--- src/rtl/mem_port_arbiter_pkg.sv ---
// Shared types for the memory port arbiter: FSM state encoding, port IDs, timer width.
package mem_port_arbiter_pkg;

  typedef enum logic [1:0] {
    ARB_IDLE = 2'd0,
    ARB_BUSY = 2'd1,
    ARB_RESP = 2'd2
  } arb_state_t;

  localparam logic PORT_CPU = 1'b0;
  localparam logic PORT_DBG = 1'b1;

  // Wide enough for the largest legal TIMEOUT (255).
  localparam int TIMER_W = 8;

endpackage

--- src/rtl/rr_pick.sv ---
// Two-port round-robin pick: on a tie the port that did not win the last tie is chosen.
module rr_pick
  import mem_port_arbiter_pkg::*;
(
  input  logic req0,
  input  logic req1,
  input  logic last_grant,
  output logic grant_valid,
  output logic grant_id
);

  assign grant_valid = req0 | req1;

  always_comb begin
    grant_id = PORT_CPU;
    if (req0 && req1) begin
      grant_id = ~last_grant;
    end else if (req1) begin
      grant_id = PORT_DBG;
    end
  end

endmodule

--- src/rtl/mem_port_arbiter.sv ---
// Arbitrates the unified memory port between the CPU (port 0) and debug loader (port 1),
// latching each request at grant and aborting accesses that wait too long.
module mem_port_arbiter
  import mem_port_arbiter_pkg::*;
#(
  parameter int ADDR_W  = 32,
  parameter int DATA_W  = 32,
  parameter int TIMEOUT = 255
) (
  input  logic              clk,
  input  logic              reset,
  input  logic              cpu_req,
  input  logic              cpu_we,
  input  logic [ADDR_W-1:0] cpu_addr,
  input  logic [DATA_W-1:0] cpu_wdata,
  output logic              cpu_ack,
  output logic              cpu_err,
  output logic [DATA_W-1:0] cpu_rdata,
  input  logic              dbg_req,
  input  logic              dbg_we,
  input  logic [ADDR_W-1:0] dbg_addr,
  input  logic [DATA_W-1:0] dbg_wdata,
  output logic              dbg_ack,
  output logic              dbg_err,
  output logic [DATA_W-1:0] dbg_rdata,
  output logic              mem_valid,
  output logic              mem_we,
  output logic [ADDR_W-1:0] mem_addr,
  output logic [DATA_W-1:0] mem_wdata,
  input  logic              mem_ready,
  input  logic [DATA_W-1:0] mem_rdata
);

  localparam logic [TIMER_W-1:0] TIMER_LAST = TIMER_W'(TIMEOUT - 1);

  arb_state_t         r_state;
  logic               r_last_grant;
  logic               r_grant_id;
  logic [TIMER_W-1:0] r_timer;
  logic               r_mem_valid;
  logic               r_mem_we;
  logic [ADDR_W-1:0]  r_mem_addr;
  logic [DATA_W-1:0]  r_mem_wdata;
  logic               r_cpu_ack;
  logic               r_cpu_err;
  logic [DATA_W-1:0]  r_cpu_rdata;
  logic               r_dbg_ack;
  logic               r_dbg_err;
  logic [DATA_W-1:0]  r_dbg_rdata;

  logic               w_grant_valid;
  logic               w_grant_id;
  logic               w_sel_we;
  logic [ADDR_W-1:0]  w_sel_addr;
  logic [DATA_W-1:0]  w_sel_wdata;

  rr_pick u_rr_pick (
    .req0        (cpu_req),
    .req1        (dbg_req),
    .last_grant  (r_last_grant),
    .grant_valid (w_grant_valid),
    .grant_id    (w_grant_id)
  );

  assign w_sel_we    = (w_grant_id == PORT_DBG) ? dbg_we    : cpu_we;
  assign w_sel_addr  = (w_grant_id == PORT_DBG) ? dbg_addr  : cpu_addr;
  assign w_sel_wdata = (w_grant_id == PORT_DBG) ? dbg_wdata : cpu_wdata;

  always_ff @(posedge clk) begin
    if (reset) begin
      r_state      <= ARB_IDLE;
      r_last_grant <= PORT_DBG;
      r_grant_id   <= PORT_CPU;
      r_timer      <= '0;
      r_mem_valid  <= 1'b0;
      r_mem_we     <= 1'b0;
      r_mem_addr   <= '0;
      r_mem_wdata  <= '0;
      r_cpu_ack    <= 1'b0;
      r_cpu_err    <= 1'b0;
      r_cpu_rdata  <= '0;
      r_dbg_ack    <= 1'b0;
      r_dbg_err    <= 1'b0;
      r_dbg_rdata  <= '0;
    end else begin
      r_cpu_ack <= 1'b0;
      r_dbg_ack <= 1'b0;
      case (r_state)
        ARB_IDLE: begin
          if (w_grant_valid) begin
            // Only a tie moves the round-robin pointer.
            if (cpu_req && dbg_req) begin
              r_last_grant <= w_grant_id;
            end
            r_grant_id  <= w_grant_id;
            r_mem_we    <= w_sel_we;
            r_mem_addr  <= w_sel_addr;
            r_mem_wdata <= w_sel_wdata;
            r_mem_valid <= 1'b1;
            r_timer     <= '0;
            r_state     <= ARB_BUSY;
          end
        end
        ARB_BUSY: begin
          if (mem_ready) begin
            if (r_grant_id == PORT_CPU) begin
              if (!r_mem_we) r_cpu_rdata <= mem_rdata;
              r_cpu_err <= 1'b0;
              r_cpu_ack <= 1'b1;
            end else begin
              if (!r_mem_we) r_dbg_rdata <= mem_rdata;
              r_dbg_err <= 1'b0;
              r_dbg_ack <= 1'b1;
            end
            r_mem_valid <= 1'b0;
            r_state     <= ARB_RESP;
          end else if (r_timer == TIMER_LAST) begin
            if (r_grant_id == PORT_CPU) begin
              r_cpu_rdata <= '0;
              r_cpu_err   <= 1'b1;
              r_cpu_ack   <= 1'b1;
            end else begin
              r_dbg_rdata <= '0;
              r_dbg_err   <= 1'b1;
              r_dbg_ack   <= 1'b1;
            end
            r_mem_valid <= 1'b0;
            r_state     <= ARB_RESP;
          end else begin
            r_timer <= r_timer + TIMER_W'(1);
          end
        end
        ARB_RESP: r_state <= ARB_IDLE;
        default:  r_state <= ARB_IDLE;
      endcase
    end
  end

  assign mem_valid = r_mem_valid;
  assign mem_we    = r_mem_we;
  assign mem_addr  = r_mem_addr;
  assign mem_wdata = r_mem_wdata;
  assign cpu_ack   = r_cpu_ack;
  assign cpu_err   = r_cpu_err;
  assign cpu_rdata = r_cpu_rdata;
  assign dbg_ack   = r_dbg_ack;
  assign dbg_err   = r_dbg_err;
  assign dbg_rdata = r_dbg_rdata;

endmodule

--- config.mk ---
export PLATFORM = sky130hd
export DESIGN_NAME = mem_port_arbiter
export DESIGN_NICKNAME = d
export VERILOG_FILES = /design/src/rtl/mem_port_arbiter_pkg.sv /design/src/rtl/rr_pick.sv /design/src/rtl/mem_port_arbiter.sv
export SDC_FILE = /design/constraint.sdc
export NUM_CORES = 1
export LEC_CHECK = 0
export CAP_MARGIN = 20
export CORE_MARGIN = 3
export CORE_UTILIZATION = 39
export CTS_CLUSTER_DIAMETER = 100
export DETAILED_ROUTE_END_ITERATION = 10
export PLACE_DENSITY = 0.8
export SYNTH_ARGS = -nofsm -noshare
export SYNTH_HDL_FRONTEND = slang
export SYNTH_SLANG_ARGS = --single-unit
export TNS_END_PERCENT = 30
--- constraint.sdc ---
create_clock -name clk -period 1.8 [get_ports clk]
set_clock_uncertainty 0.1 [all_clocks]
set_input_delay 0.36 -clock clk [delete_from_list [all_inputs] [get_ports clk]]
set_output_delay 0.36 -clock clk [all_outputs]
set_load 0.05 [all_outputs]
==> results.yml <==
# implementation run metrics
status:
  status: "complete, no violations"
layout:
  non_clock_buffer_area_share_pct: 33.46
  flow.area_growth_from_synthesis_pct: 66.46
  largestClassByArea: "buffers"
  post-route-cell-area_sq_mm: 0.009445
  n_sequential_cell: 146
  insertedDiodeCount: 0
  final_layout_size_suffix_gt1_share_pct: 26.50
  area.share.combinational_pct: 27.24
  layout.clock_buffers: 21
  layoutNonFillerInstCount: 1044
  fillers: 1107
  n_all_inverters: 9
  nNetsFinal: 1022
  clock_cell_area_share_pct: 5.524
  most_frequent_logic_cell_in_the_layout: "sky130_fd_sc_hd__buf_4"
  sequential_cell_area_sq_mm: 0.002932
  final_layout_top_logic_cells: "sky130_fd_sc_hd__buf_4, sky130_fd_sc_hd__clkdlybuf4s50_1, sky130_fd_sc_hd__dfxtp_1"
  seq-cell-share_pct: 31.04
  layout.non_clock_buffers: 345
  n_multi_input_combinational_cell: 334
  area.combinational_sq_mm: 0.002572
global_routing:
  first_pass_grt_wire_length_um: 28060
  antenna_found_initial: 1
  grt_max_degree: 49
  busiest_layer: "met2"
  number_of_global_route_vias_before_repair: 5499
  global_route.overflow_total: 0
  grt.met3_usage_pct: 6.442
  grt.total_usage_pct: 21.85
pwr:
  combPwrFrac_pct: 26.2
  power_per_cell_area_mw_per_mm2: 953.3
  p_leak_nw: 3.832
  peakVddDrop_uv: 637.6
  sequential_group_power_mw: 3.58
  switching_power_mw: 2.782
  comb_power_mw: 2.36
  netSwitchingFraction_pct: 30.89
  p_total_mw: 9.005
  largestPowerGroup: "registers"
  share_seq_of_total_power_pct: 39.7
run:
  cap_viol_max_count: 0
  warnings: 28
synthesis:
  top_cells_by_area: "sky130_fd_sc_hd__dfxtp_1, sky130_fd_sc_hd__mux2i_1, sky130_fd_sc_hd__a32o_1"
  synth_cell_types: 39
  synthArstFlopShare_pct: 0
  syn-cell-area_sq_mm: 0.005674
  seq_area_frac_synth_pct: 51.51
  synth-seq-cells: 146
  ys.warnings.count: 0
  mappedNetlistNets: 708
  synth_top_area_share_pct: 51.51
  synthFlopType: "sky130_fd_sc_hd__dfxtp_1"
  enable_flop_cells: 0
  yosys-stat-area_sq_mm: 0.005674
  cell_total_in_the_yosys_stat_output: 539
  post-synth-top-count-cell: "sky130_fd_sc_hd__dfxtp_1"
  syn_inst: 539
  synth.cells.most_frequent: "sky130_fd_sc_hd__dfxtp_1, sky130_fd_sc_hd__nor2_1, sky130_fd_sc_hd__a211oi_1"
  largest_area_cell: "sky130_fd_sc_hd__dfxtp_1"
  synth_area_per_cell_sq_um: 10.53
drt:
  top_layer_used: "met5"
  drtAntennaViolNets: 0
  post_drt_via_cell_ratio: 5.370
  wirelength_met1_um: 7155
  detailedRoute.firstPassIterationCount: 7
  drc_errors: 0
  drt-initial-drc-count: 266
  met3_wirelength_um: 1422
final_timing:
  timing.setup.tns_ps: 0
  final_period_minus_worst_setup_slack_ps: 1765
  setup_violations: 0
  worst_margin_pin_slew_ps: 562.0
  finalCritPeriodShare_pct: 98.05
  drv_slew: 0
  timing_hold_violations_final: 0
  grt_setup_unrepaired: "true"
  fmax_achieved_ghz: 0.5666
  worst_slew_margin_rel_pct: 62.53
  finalWorstSetupSlack_ps: 35.09
  timing.hold.ws_ps: 207.9
floorplan:
  die.size.y_um: 126.6
  num_tap_cells: 180
  die_w_um: 126.6
  num_rows: 43
  chip_area_sq_mm: 0.01603
worst_setup_path:
  crit_path_end_kind: "flop"
  worst_ep_arrival_time_ps: 1960
  cp_num_buf_inv: 2
  r2r_cells: 7
  cp_top_family: "AND-OR/OR-AND gates"
  cp.depth: 7
  worst_path_max_delay_cell: "sky130_fd_sc_hd__dfxtp_2"
  timing.critical_path.cells: "inv_2 -> ha_4 -> nand3_4 -> o31ai_4 -> a21oi_4 -> clkbuf_16 -> a32o_1"
  kind_of_start_point_of_the_critical_path: "flop"
  cp_slowest_stage_delay_ps: 340
  required_ps: 2000
  crit_path_max_fanout: 16
place:
  postPlaceCellArea_sq_mm: 0.008806
  place_hpwl_um: 14180
  gp_congestion: 0.8474
  post-place-ws_ps: -301.0
  post-place-cells: 1011
clock_network:
  postCtsSetupRepairBufs: 0
  ctsResizeCount: 0
  tritoncts_num_sinks: 146
  cts_max_level: 4
  path_clk_slew_ps: 50
  cts_tree: "built"
  postCtsHoldBufs: 0
  cts_buffer_depth: 2
  cts-buffers-inserted: 17
min_path:
  min_path_cells: 3
  hold_path.class: "primary input to flop"
==> path summary, 6_finish.rpt <==
path	start	to	slack, ps
hold / removal	reset	r_state[1]	210
hold reg to reg	cpu_rdata[1]	cpu_rdata[1]	360
setup / recovery	r_timer[0]	dbg_rdata[7]	40
setup reg to reg	r_timer[0]	dbg_rdata[7]	40
==> state kept, by name, summed over array words and instances, names as in the netlist, 2 cells and up <==
signal and count:
mem_wdata 32, mem_addr 32, cpu_rdata 32, r_state 2, dbg_rdata 32, r_timer 8
==> logic make-up after synthesis <==
| logic type | count (synthesis) | synth area share (%) |
|---|---|---|
| flops | 146 | 51.51 |
| xor+xnor | 1 | 0.1544 |
| compound gates | 158 | 23.40 |
| simple gates | 108 | 8.379 |
| buf+inv | 59 | 4.653 |
| fa+ha+maj | 2 | 0.4409 |
| mux | 65 | 11.47 |
**Port wiring**

Scale: 2 px per um.
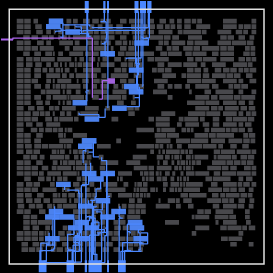
Key: mem_wdata = blue [bits 32, direction output, end cells 32, buffers 32, wire 1340 um]; cpu_we = purple [bits 1, direction input, end cells 1, buffers 1, wire 84.9 um]
I/O pin cnt: 301
# port buffers: 300

**Metal 4**

Scale: 3 px per um. Supply wires on this layer in grey.
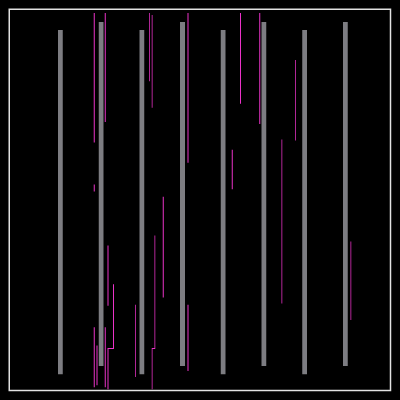
The wires run mostly vertical. The longest straight run is 54.4 um. The layer carries 609 um of wire. 18 nets have wire on it.
Vias: 5606
Routed Wire Length: 18500 um

**Placement density heat map**

Scale: 3 px per um. The die is cut into 13 by 13 equal tiles; dark blue is low, red is high, 0 to 100% covered.
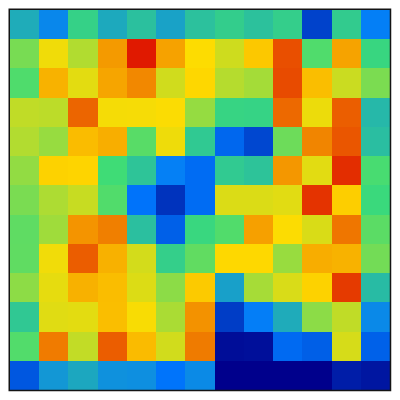
2.4% of the tiles are nearly empty. The fullest tile reaches 97%. The mean over all tiles is 57%. 27% of the tiles are over 75% full.
Finished Core Util: 67.26%
core outline area: 0.01404 sq mm
floorplan core density: 40.41%

**Clock wires, drivers and flops**

Scale: 3 px per um.
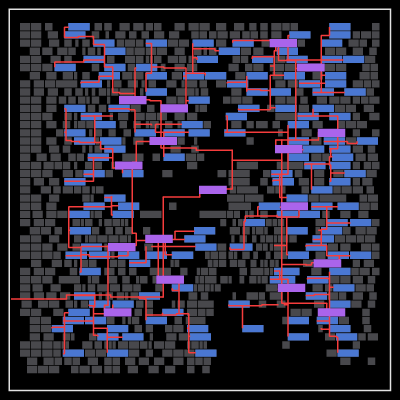
Key: clock wires = red [length 1570 um]; clock drivers = purple [count 17]; flip-flops = blue [count 146]
Position of the flops: spread over the die. There are 18 routed clock nets.
Clock Latency Late Sink: 410 ps
power dissipated in the clock network: 3.07 mW
Clk network pwr share: 34.1%

**Routing congestion map**

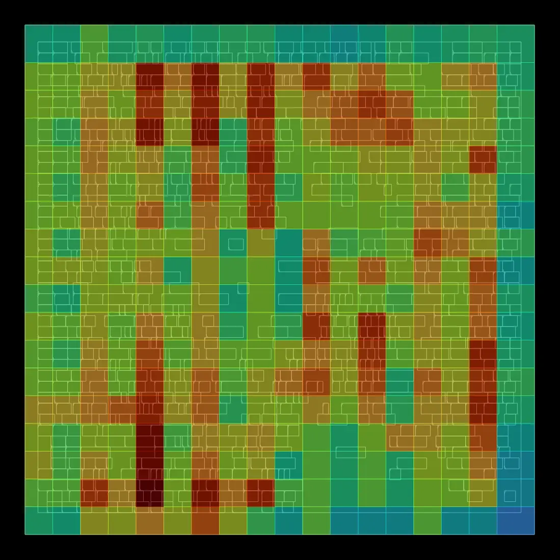
average wire per cell in the routed design: 17.72 um
Global Route met1 Usage: 24.26%

Power and IR drop assume default switching activity.
